==> config.mk <==
export PLATFORM = sky130hd
export DESIGN_NAME = exc_stage_reg
export DESIGN_NICKNAME = d
export VERILOG_FILES = /design/src/rtl/mips_exc_pkg.sv /design/src/rtl/exc_prio_sel.sv /design/src/rtl/exc_stage_reg.sv
export SDC_FILE = /design/constraint.sdc
export NUM_CORES = 1
export LEC_CHECK = 0
export ABC_AREA = 1
export ABC_CLOCK_PERIOD_IN_PS = 1900
export CORE_ASPECT_RATIO = 1.5
export CORE_MARGIN = 3
export CORE_UTILIZATION = 45
export DETAILED_ROUTE_END_ITERATION = 7
export GPL_ROUTABILITY_DRIVEN = 0
export PLACE_DENSITY = 0.79
export SLEW_MARGIN = 10
export SYNTH_ARGS = -nofsm -noshare
export SYNTH_HDL_FRONTEND = slang
export SYNTH_HIERARCHICAL = 1
export SYNTH_SLANG_ARGS = --single-unit
==> constraint.sdc <==
create_clock -name clk -period 1.9 [get_ports clk]
set_input_delay 0.38 -clock clk [delete_from_list [all_inputs] [get_ports clk]]
set_output_delay 0.38 -clock clk [all_outputs]
set_load 0.1 [all_outputs]
==> src/rtl/mips_exc_pkg.sv <==
// Shared MIPS exception definitions: code width, ExcCode values, PC step and
// the commit-stage report-latch state type.
package mips_exc_pkg;

  localparam int EXC_W = 5;

  localparam logic [EXC_W-1:0] EXC_NONE    = 5'd0;
  localparam logic [EXC_W-1:0] EXC_INT     = 5'd0;
  localparam logic [EXC_W-1:0] EXC_ADEL    = 5'd4;
  localparam logic [EXC_W-1:0] EXC_ADES    = 5'd5;
  localparam logic [EXC_W-1:0] EXC_SYSCALL = 5'd8;
  localparam logic [EXC_W-1:0] EXC_RI      = 5'd10;
  localparam logic [EXC_W-1:0] EXC_OV      = 5'd12;

  localparam int PC_STEP = 4;

  typedef enum logic {
    REP_IDLE = 1'b0,
    REP_PEND = 1'b1
  } RepState_e;

endpackage

==> src/rtl/exc_prio_sel.sv <==
// Combinational exception merge: upstream code first, then the lowest-index
// non-zero current-stage source. Also used standalone in non-commit stages.
module exc_prio_sel #(
  parameter int EXC_W = mips_exc_pkg::EXC_W,
  parameter int N_SRC = 4
) (
  input  logic                   inValid,
  input  logic [EXC_W-1:0]       inExc,
  input  logic [N_SRC*EXC_W-1:0] curExc,
  output logic [EXC_W-1:0]       merged
);

  logic [EXC_W-1:0] src [N_SRC];
  logic [EXC_W-1:0] firstHit;

  for (genvar gi = 0; gi < N_SRC; gi++) begin : gSrc
    assign src[gi] = curExc[gi*EXC_W +: EXC_W];
  end

  // Scan from the top down so the lowest index is the last writer and wins.
  always_comb begin
    firstHit = '0;
    for (int i = N_SRC - 1; i >= 0; i--) begin
      if (src[i] != '0) firstHit = src[i];
    end
  end

  assign merged = !inValid       ? '0    :
                  (inExc != '0)  ? inExc :
                                   firstHit;

endmodule

==> src/rtl/exc_stage_reg.sv <==
// Exception-carrying pipeline stage register with the commit-stage precise
// exception report latch, pipeline kill and reported-exception counter.
module exc_stage_reg #(
  parameter int EXC_W = mips_exc_pkg::EXC_W,
  parameter int N_SRC = 4,
  parameter int PC_W  = 32,
  parameter int CNT_W = 8
) (
  input  logic                   clk,
  input  logic                   reset_n,
  input  logic                   stall,
  input  logic                   flush,
  input  logic                   in_valid,
  input  logic [EXC_W-1:0]       in_exc,
  input  logic [PC_W-1:0]        in_pc,
  input  logic                   in_bd,
  input  logic [N_SRC*EXC_W-1:0] cur_exc,
  output logic                   out_valid,
  output logic [EXC_W-1:0]       out_exc,
  output logic [PC_W-1:0]        out_pc,
  output logic                   out_bd,
  output logic                   rep_valid,
  output logic [EXC_W-1:0]       rep_exc,
  output logic [PC_W-1:0]        rep_epc,
  output logic                   rep_bd,
  input  logic                   rep_ack,
  output logic                   kill,
  output logic [CNT_W-1:0]       exc_cnt
);
  import mips_exc_pkg::*;

  logic [EXC_W-1:0] merged;
  logic             trig;
  logic [PC_W-1:0]  epc;
  logic             loadRep;
  RepState_e        stateReg;

  exc_prio_sel #(
    .EXC_W(EXC_W),
    .N_SRC(N_SRC)
  ) uPrioSel (
    .inValid(in_valid),
    .inExc  (in_exc),
    .curExc (cur_exc),
    .merged (merged)
  );

  always_ff @(posedge clk or negedge reset_n) begin
    if (!reset_n) begin
      out_valid <= 1'b0;
      out_exc   <= '0;
      out_pc    <= '0;
      out_bd    <= 1'b0;
    end else if (flush) begin
      out_valid <= 1'b0;
      out_exc   <= '0;
      out_pc    <= '0;
      out_bd    <= 1'b0;
    end else if (!stall) begin
      out_valid <= in_valid;
      out_exc   <= merged;
      out_pc    <= in_pc;
      out_bd    <= in_bd;
    end
  end

  assign trig = out_valid && (out_exc != '0);
  // A delay-slot fault must restart at the branch, one instruction earlier.
  assign epc  = out_bd ? (out_pc - PC_W'(PC_STEP)) : out_pc;

  // A new report is accepted when idle, or when CP0 frees the slot this cycle.
  assign loadRep = trig && ((stateReg == REP_IDLE) || rep_ack);

  always_ff @(posedge clk or negedge reset_n) begin
    if (!reset_n) begin
      stateReg <= REP_IDLE;
      rep_exc  <= '0;
      rep_epc  <= '0;
      rep_bd   <= 1'b0;
      exc_cnt  <= '0;
    end else begin
      if (loadRep) begin
        rep_exc <= out_exc;
        rep_epc <= epc;
        rep_bd  <= out_bd;
        exc_cnt <= exc_cnt + CNT_W'(1);
      end
      case (stateReg)
        REP_IDLE: if (trig) stateReg <= REP_PEND;
        REP_PEND: if (rep_ack && !trig) stateReg <= REP_IDLE;
        default:  stateReg <= REP_IDLE;
      endcase
    end
  end

  assign rep_valid = (stateReg == REP_PEND);
  assign kill      = trig | rep_valid;

endmodule

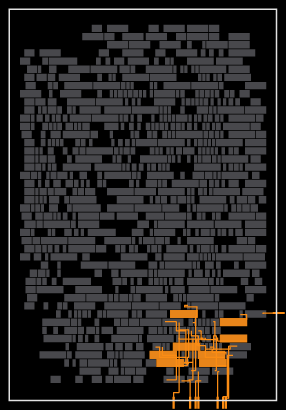
*Nets reached from selected ports, run 1*
Drawn at 3 px/µm.
orange -> exc_cnt  # direction output, edge 7 south, 1 east, end cells 8, wire 326 µm

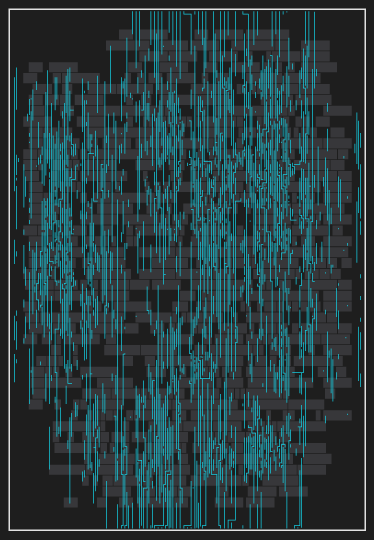
*M2 wires, run 1*
Drawn at 4 px/µm. Cells faint in the background.
main direction = vertical
share of all routed wire = 54%
longest straight run = 64.6 µm
nets with wire on the layer = 685
Vias: 4569
met2 usage: 45.4%
WL final: 13.8 mm

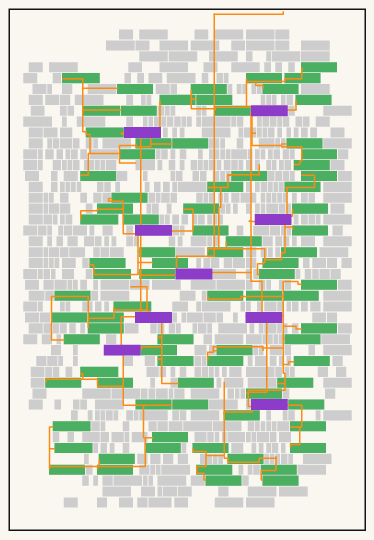
*Clock wires, drivers and flops, run 1*
Drawn at 4 px/µm.
purple -> cells driving clock nets  # count 9
green -> flip-flops  # count 86
orange -> clock wires  # length 1050 µm
routed clock nets = 10

==> out/metrics.csv, run 1 <==
stage;metric;value;unit
run_status;status;finished with violations;
run_status;failing checks;setup timing;
power;power per cell area;1180;nW/µm²
cells_and_area;diode count;0;
placed_design;dpl hpwl;10.9;mm
global_routing;grt total ovfl;0;
timing;final setup fails;1;
critical_path;CP Buf/Inv Count;2;
timing;Worst Max-Slew Pin Slew;0.510;ns
critical_path;crit-path max FO;2;
cells_and_area;Top Layout Cells;nand2_1, dfrtp_1, nand3_1;
logic_synthesis;Cell Area, Synth;4610;µm²
logic_synthesis;Cell Type Count;33;
critical_path;Worst EP arrival;1.52;ns
critical_path;Req. time, crit path;1.52;ns
global_routing;Overall Global Routing Usage;24.7;%
run;max-cap viol count;0;
timing;fin worst setup slack;-0.00466;ns
logic_synthesis;Yosys chip area;4610;µm²
critical_path;critical path cell sequence;nor2_2 > nand4_1 > nand2_2 > inv_2 > or2_4 > buf_12;
run 1: area by class of cell:
type | instances | area [µm²]
clock buffers | 16 | 282
multi-input cells | 400 | 2100
repair buffers | 166 | 2210
flip-flops and latches | 86 | 2160
fillers | 712 | 2690
inverters | 68 | 255
well taps | 115 | 144
run 1: metal layers:
| metal | global-route usage (%) | wire (µm) | share of wire (%) | vias up |
|---|---|---|---|---|
| met4 | 13.4 | 640 | 4.6 | 0 |
| met1 | 26.3 | 4800 | 35 | 2139 |
| met5 | 0 | 0 | 0 | - |
| met3 | 4.11 | 947 | 6.9 | 45 |
| li1 | - | - | - | 2157 |
| met2 | 45.4 | 7430 | 54 | 228 |
run 1: timing repair:
action	in CTS	in global routing
gates resized	5	0
pin swaps	1	1
endpoints found under the setup margin	1	1
buffers inserted	3	0
run 1: synth_stat cells, drive strengths merged (2+ instances only):
cell,instances
ha,2
nand2,140
xor2,16
nor2,65
a21oi,6
nand4,4
inv,68
o21ai,73
dfrtp,86
or2,2
o211ai,4
nor3,5
buf,14
clkbuf,8
nand3,78
run 1: power breakdown:
group | switching, mW | internal (mW)
clock network | 0.674 | 0.996
logic | 3.04 | 1.24
registers | 0.353 | 2.14
run 1: sequential cells by signal, indices dropped and copies added, names as in the netlist:
signal and flops:
rep_exc 5, exc_cnt 8, out_exc 5, rep_valid 1, rep_epc 32, out_pc 32
out_bd 1, rep_bd 1, out_valid 1
run 1: kinds of logic after synthesis:
group | after synthesis | share of synthesized area [%]
compound gates | 85 | 10.1
xor+xnor | 17 | 3.23
fa+ha+maj | 2 | 0.543
buf+inv | 90 | 7.82
flops | 86 | 46.7
simple gates | 296 | 31.5
### Cell classes on the final placement, run 1

Drawn at 3 px/µm. Fill, decap, tap and diode cells in gray.
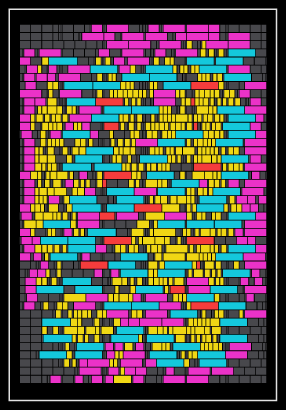

--- run 2 (diff from run 1) ---
Settings changed: ABC_CLOCK_PERIOD_IN_PS 1900 to 1700, CORE_UTILIZATION 45 to 42, GPL_ROUTABILITY_DRIVEN 0 to default, PLACE_DENSITY 0.79 to 0.77.
Clock period 1.9 ns to 1.7 ns, I/O delays scaled along.
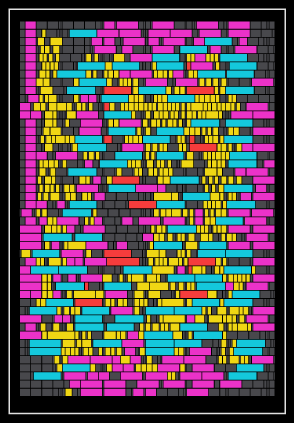
*Cell classes on the final placement, run 2*
Drawn at 3 px/µm. Fill, decap, tap and diode cells in gray.
magenta -> other buffers and delay cells  # cells 177, share of their area 35%
red -> clock drivers and dummy loads  # cells 16, share of their area 3.8%
cyan -> flops  # cells 86, share of their area 29%
yellow -> all other logic  # cells 468, share of their area 32%
# rows: 46
fin area: 7680 µm²
fin util: 72.1%
sequential share of cell area: 28.6%

==> run 2 against run 1 <==
Effect of this change: the flow still finishes with violations (setup timing); design area grew 7.2%; largest power group unchanged; clock power grew 14%; utilization shrank 0.55 points; global-route usage shrank 1.6 points; clock skew is essentially flat; worst setup slack lost 0.12 ns; combinational power grew 21%; synthesized cell count is the same; sequential power grew 16%; final cell count grew 4.8%; sequential cell count is the same.
==> out/metrics.csv, run 2 <==
stage;metric;value;unit;change
timing;final setup fails;1;;unchanged
critical_path;critical path cell sequence;inv_2 > nand4_1 > nand2_1 > inv_2 > or2_4 > buf_12;;
timing;Worst Max-Slew Pin Slew;0.470;ns;-0.0397 ns
power;comb pwr;5.21;mW;+21%
global_routing;grt total ovfl;0;;unchanged
power;Flop pwr share;28.9;%;-0.6 points
power;Clk pwr share;19.1;%;-0.7 points
global_routing;Overall Global Routing Usage;23.2;%;-1.6 points
logic_synthesis;Synth top cell by count;nand2_1;;
logic_synthesis;Cell Type Count;33;;unchanged
power;Switch Pwr;4.66;mW;+15%
run_status;status;finished with violations;;
logic_synthesis;and-or/or-and share of the synthesized area;10.1;%;unchanged
cells_and_area;Top Layout Cells;nand2_1, buf_12, nand3_1;;
critical_path;crit-path max FO;3;;+1
logic_synthesis;Cell Area, Synth;4610;µm²;unchanged
power;combinational share of power;52.0;%;+1.3 points
power;Switching Fraction;46.6;%;-1.6 points
logic_synthesis;simple-gate share of the synthesized area;31.5;%;unchanged
logic_synthesis;Adders+Majority by Area;0.543;%;unchanged
power;power per cell area;1300;nW/µm²;+10%
logic_synthesis;commonest cells in the netlist;nand2_1, dfrtp_1, nand3_1;;
run_status;failing checks;setup timing;;
detailed_routing;Vias;4501;;-1.5%
timing;fin worst setup slack;-0.120;ns;-0.115 ns
## run 2: netlist changes by cell type in the layout (fill, tap and decap cells not counted), moves of 3 or more
cell,change
buf_12,+26
clkbuf_8,-3
dfrtp_1,-25
buf_4,-15
dfrtp_2,+23
inv_1,-3
## run 2: metal layers
layer	track usage, %	vias to the layer above	share of wire, %
met3	5.16	27	5.9
met5	0	-	0
met2	44.2	167	57
met4	10.6	0	3.0
met1	23.6	2122	34
li1	-	2185	-
## run 2: cell type report
| type | count | area [µm²] |
|---|---|---|
| diodes | 1 | 2.50 |
| clock buffers | 12 | 236 |
| clock inverters | 4 | 47.5 |
| fillers | 764 | 2970 |
| inverters | 68 | 260 |
| multi-input cells | 400 | 2130 |
| flip-flops and latches | 86 | 2200 |
| well taps | 144 | 180 |
| repair buffers | 177 | 2620 |
## run 2: metrics by stage
step | worst slack [ns] | util, % | setup TNS [ns] | area [µm²] | hold slack (ns)
4_1_cts | -0.160 | 71.6 | -0.160 | 7620 | 0.0532
3_5_place_dp | -0.119 | 68.4 | -0.414 | 7290 | 0.413
3_3_place_gp | -0.0394 | 68.4 | -0.111 | 7290 | 0.407
2_1_floorplan | -0.0368 | - | -0.0541 | 4670 | 0.0444
5_1_grt | -0.203 | 72.1 | -0.421 | 7680 | 0.0566
6_report | -0.120 | 72.1 | -0.120 | 7680 | 0.0292
## run 2: worst max-delay path by stage
| stage | startpoint | endpoint | slack [ns] | cells past startpoint |
|---|---|---|---|---|
| after floorplan | out_exc[4] | kill | -0.04 | 5 |
| after global placement | cur_exc[5] | out_exc[0] | -0.04 | 9 |
| after detailed placement | cur_exc[13] | out_exc[0] | -0.12 | 10 |
| after CTS | out_exc[0] | kill | -0.16 | 6 |
| after global routing | out_exc[0] | kill | -0.20 | 6 |
| final | out_exc[2] | kill | -0.12 | 6 |
### M2 wires, run 2

Drawn at 4 px/µm. Cells faint in the background.
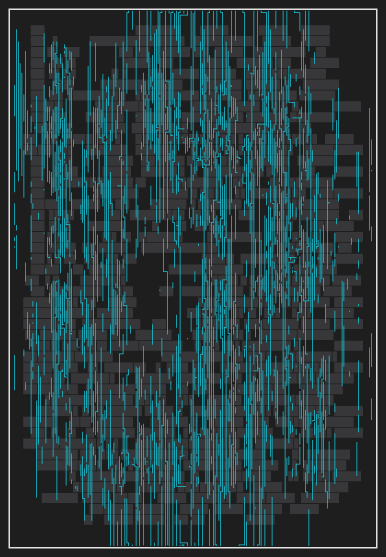

--- run 3 (diff from run 2) ---
Settings changed: TNS_END_PERCENT from default to 30.
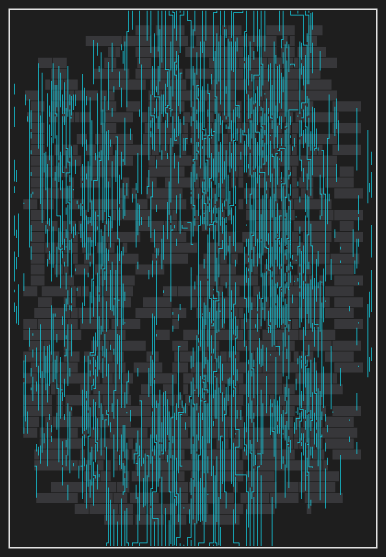
*M2 wires, run 3*
Drawn at 4 px/µm. Cells faint in the background.
wire length on this layer = 8270 µm
main direction = vertical
share of all routed wire = 56%
nets with wire on the layer = 716
longest straight run = 56.1 µm

==> run 3 against run 2 <==
Effect of this change: the flow still finishes with violations (setup timing); die size unchanged; fmax down 1.5%; area after synthesis unchanged; critical endpoint unchanged; largest power group unchanged; highest routed layer is now met5.
==> out/metrics.csv, run 3 <==
stage;metric;value;unit;change
run_status;status;finished with violations;;
run_status;failing checks;setup timing;;
power;power per cell area;1310;nW/µm²;+0.55%
power;Switching Fraction;46.7;%;+0.19 points
timing;setup TNS;-0.164;ns;-0.0444 ns
global_routing;Overall Global Routing Usage;23.5;%;+0.31 points
detailed_routing;Vias;4597;;+2.1%
detailed_routing;vias per inst;5.15;;
cells_and_area;Filler cells;786;;+2.9%
power;combinational share of power;51.6;%;-0.4 points
logic_synthesis;Adders+Majority by Area;0.543;%;unchanged
power;Clk pwr share;19.8;%;+0.7 points
floorplan;# rows;46;;unchanged
power;comb pwr;5.23;mW;about the same
timing;final setup fails;2;;+1
timing;Pins Over Slew Limit;0;;
cells_and_area;diode count;0;;-1
logic_synthesis;and-or/or-and share of the synthesized area;10.1;%;unchanged
critical_path;CP startpoint;out_exc[4];;
power;Switch Pwr;4.74;mW;+1.7%
logic_synthesis;Cell Type Count;33;;unchanged
logic_synthesis;Cell Area, Synth;4610;µm²;unchanged
logic_synthesis;simple-gate share of the synthesized area;31.5;%;unchanged
timing;Worst Max-Slew Pin Slew;0.416;ns;-0.0547 ns
cells_and_area;top flop regs;out_pc (32), rep_epc (32), exc_cnt (8);;
power;Flop pwr share;28.6;%;-0.3 points
critical_path;Setup crit end;kill;;
cells_and_area;fin util;72.6;%;+0.49 points
timing;fin worst setup slack;-0.148;ns;-0.0286 ns
cells_and_area;Top Layout Cells;nand2_1, buf_12, nand3_1;;
logic_synthesis;Synth top cell by count;nand2_1;;
critical_path;crit-path max FO;3;;unchanged
cts;total CTS buffers;9;;
power;Leakage;3.53;nW;
## run 3: layer usage
| layer | wire [µm] | global-route usage, % | up-vias |
|---|---|---|---|
| met2 | 8270 | 44.6 | 190 |
| met3 | 1020 | 6.40 | 38 |
| li1 | - | - | 2176 |
| met1 | 4900 | 23.3 | 2191 |
| met4 | 434 | 10.6 | 2 |
| met5 | 13 | 0 | - |
## run 3: kinds of logic after synthesis
family                   count (synthesis)
buffers and inverters                   90
flip-flops                              86
XOR/XNOR                                17
AND-OR/OR-AND                           85
AND/OR/NAND/NOR                        296
adder cells (fa/ha/maj)                  2
## run 3: layout make-up
type	count	area, µm²	share of cell area, %
multi-input combinational	400	2140	27.7
timing repair buffer	179	2650	34.3
clock buffer	11	243	3.14
clock inverter	5	58.8	0.761
inverter	68	260	3.37
tap	144	180	2.33
sequential	86	2200	28.4
## run 3: stage by stage
| stage | total power [mW] | worst slack, ns | hold slack [ns] |
|---|---|---|---|
| floorplan | 5.92 | -0.0389 | 0.0444 |
| global placement | 8.06 | -0.0559 | 0.299 |
| detailed placement | 8.13 | -0.110 | 0.303 |
| CTS | 10.2 | -0.159 | 0.487 |
| global route | 10.4 | -0.191 | 0.509 |
| finish | 10.1 | -0.148 | 0.472 |
## run 3: critical path: stages (launching register included)
cell,delay (ns)
dfrtp_2,0.42
inv_2,0.07
nand4_1,0.12
nand2_2,0.10
inv_2,0.05
or2_4,0.23
buf_12,0.17
## run 3: what timing repair did
item / in CTS / in global routing
gates cloned: 0 / 0
hold buffers: 1 / 0
hold endpoints to repair: 29 / 0
resized: 4 / 7
setup endpoints to repair: 1 / 8
setup buffers: 5 / 6
pin swaps: 0 / 6
Power figures rest on the tool's default switching activity, not on a simulated workload.
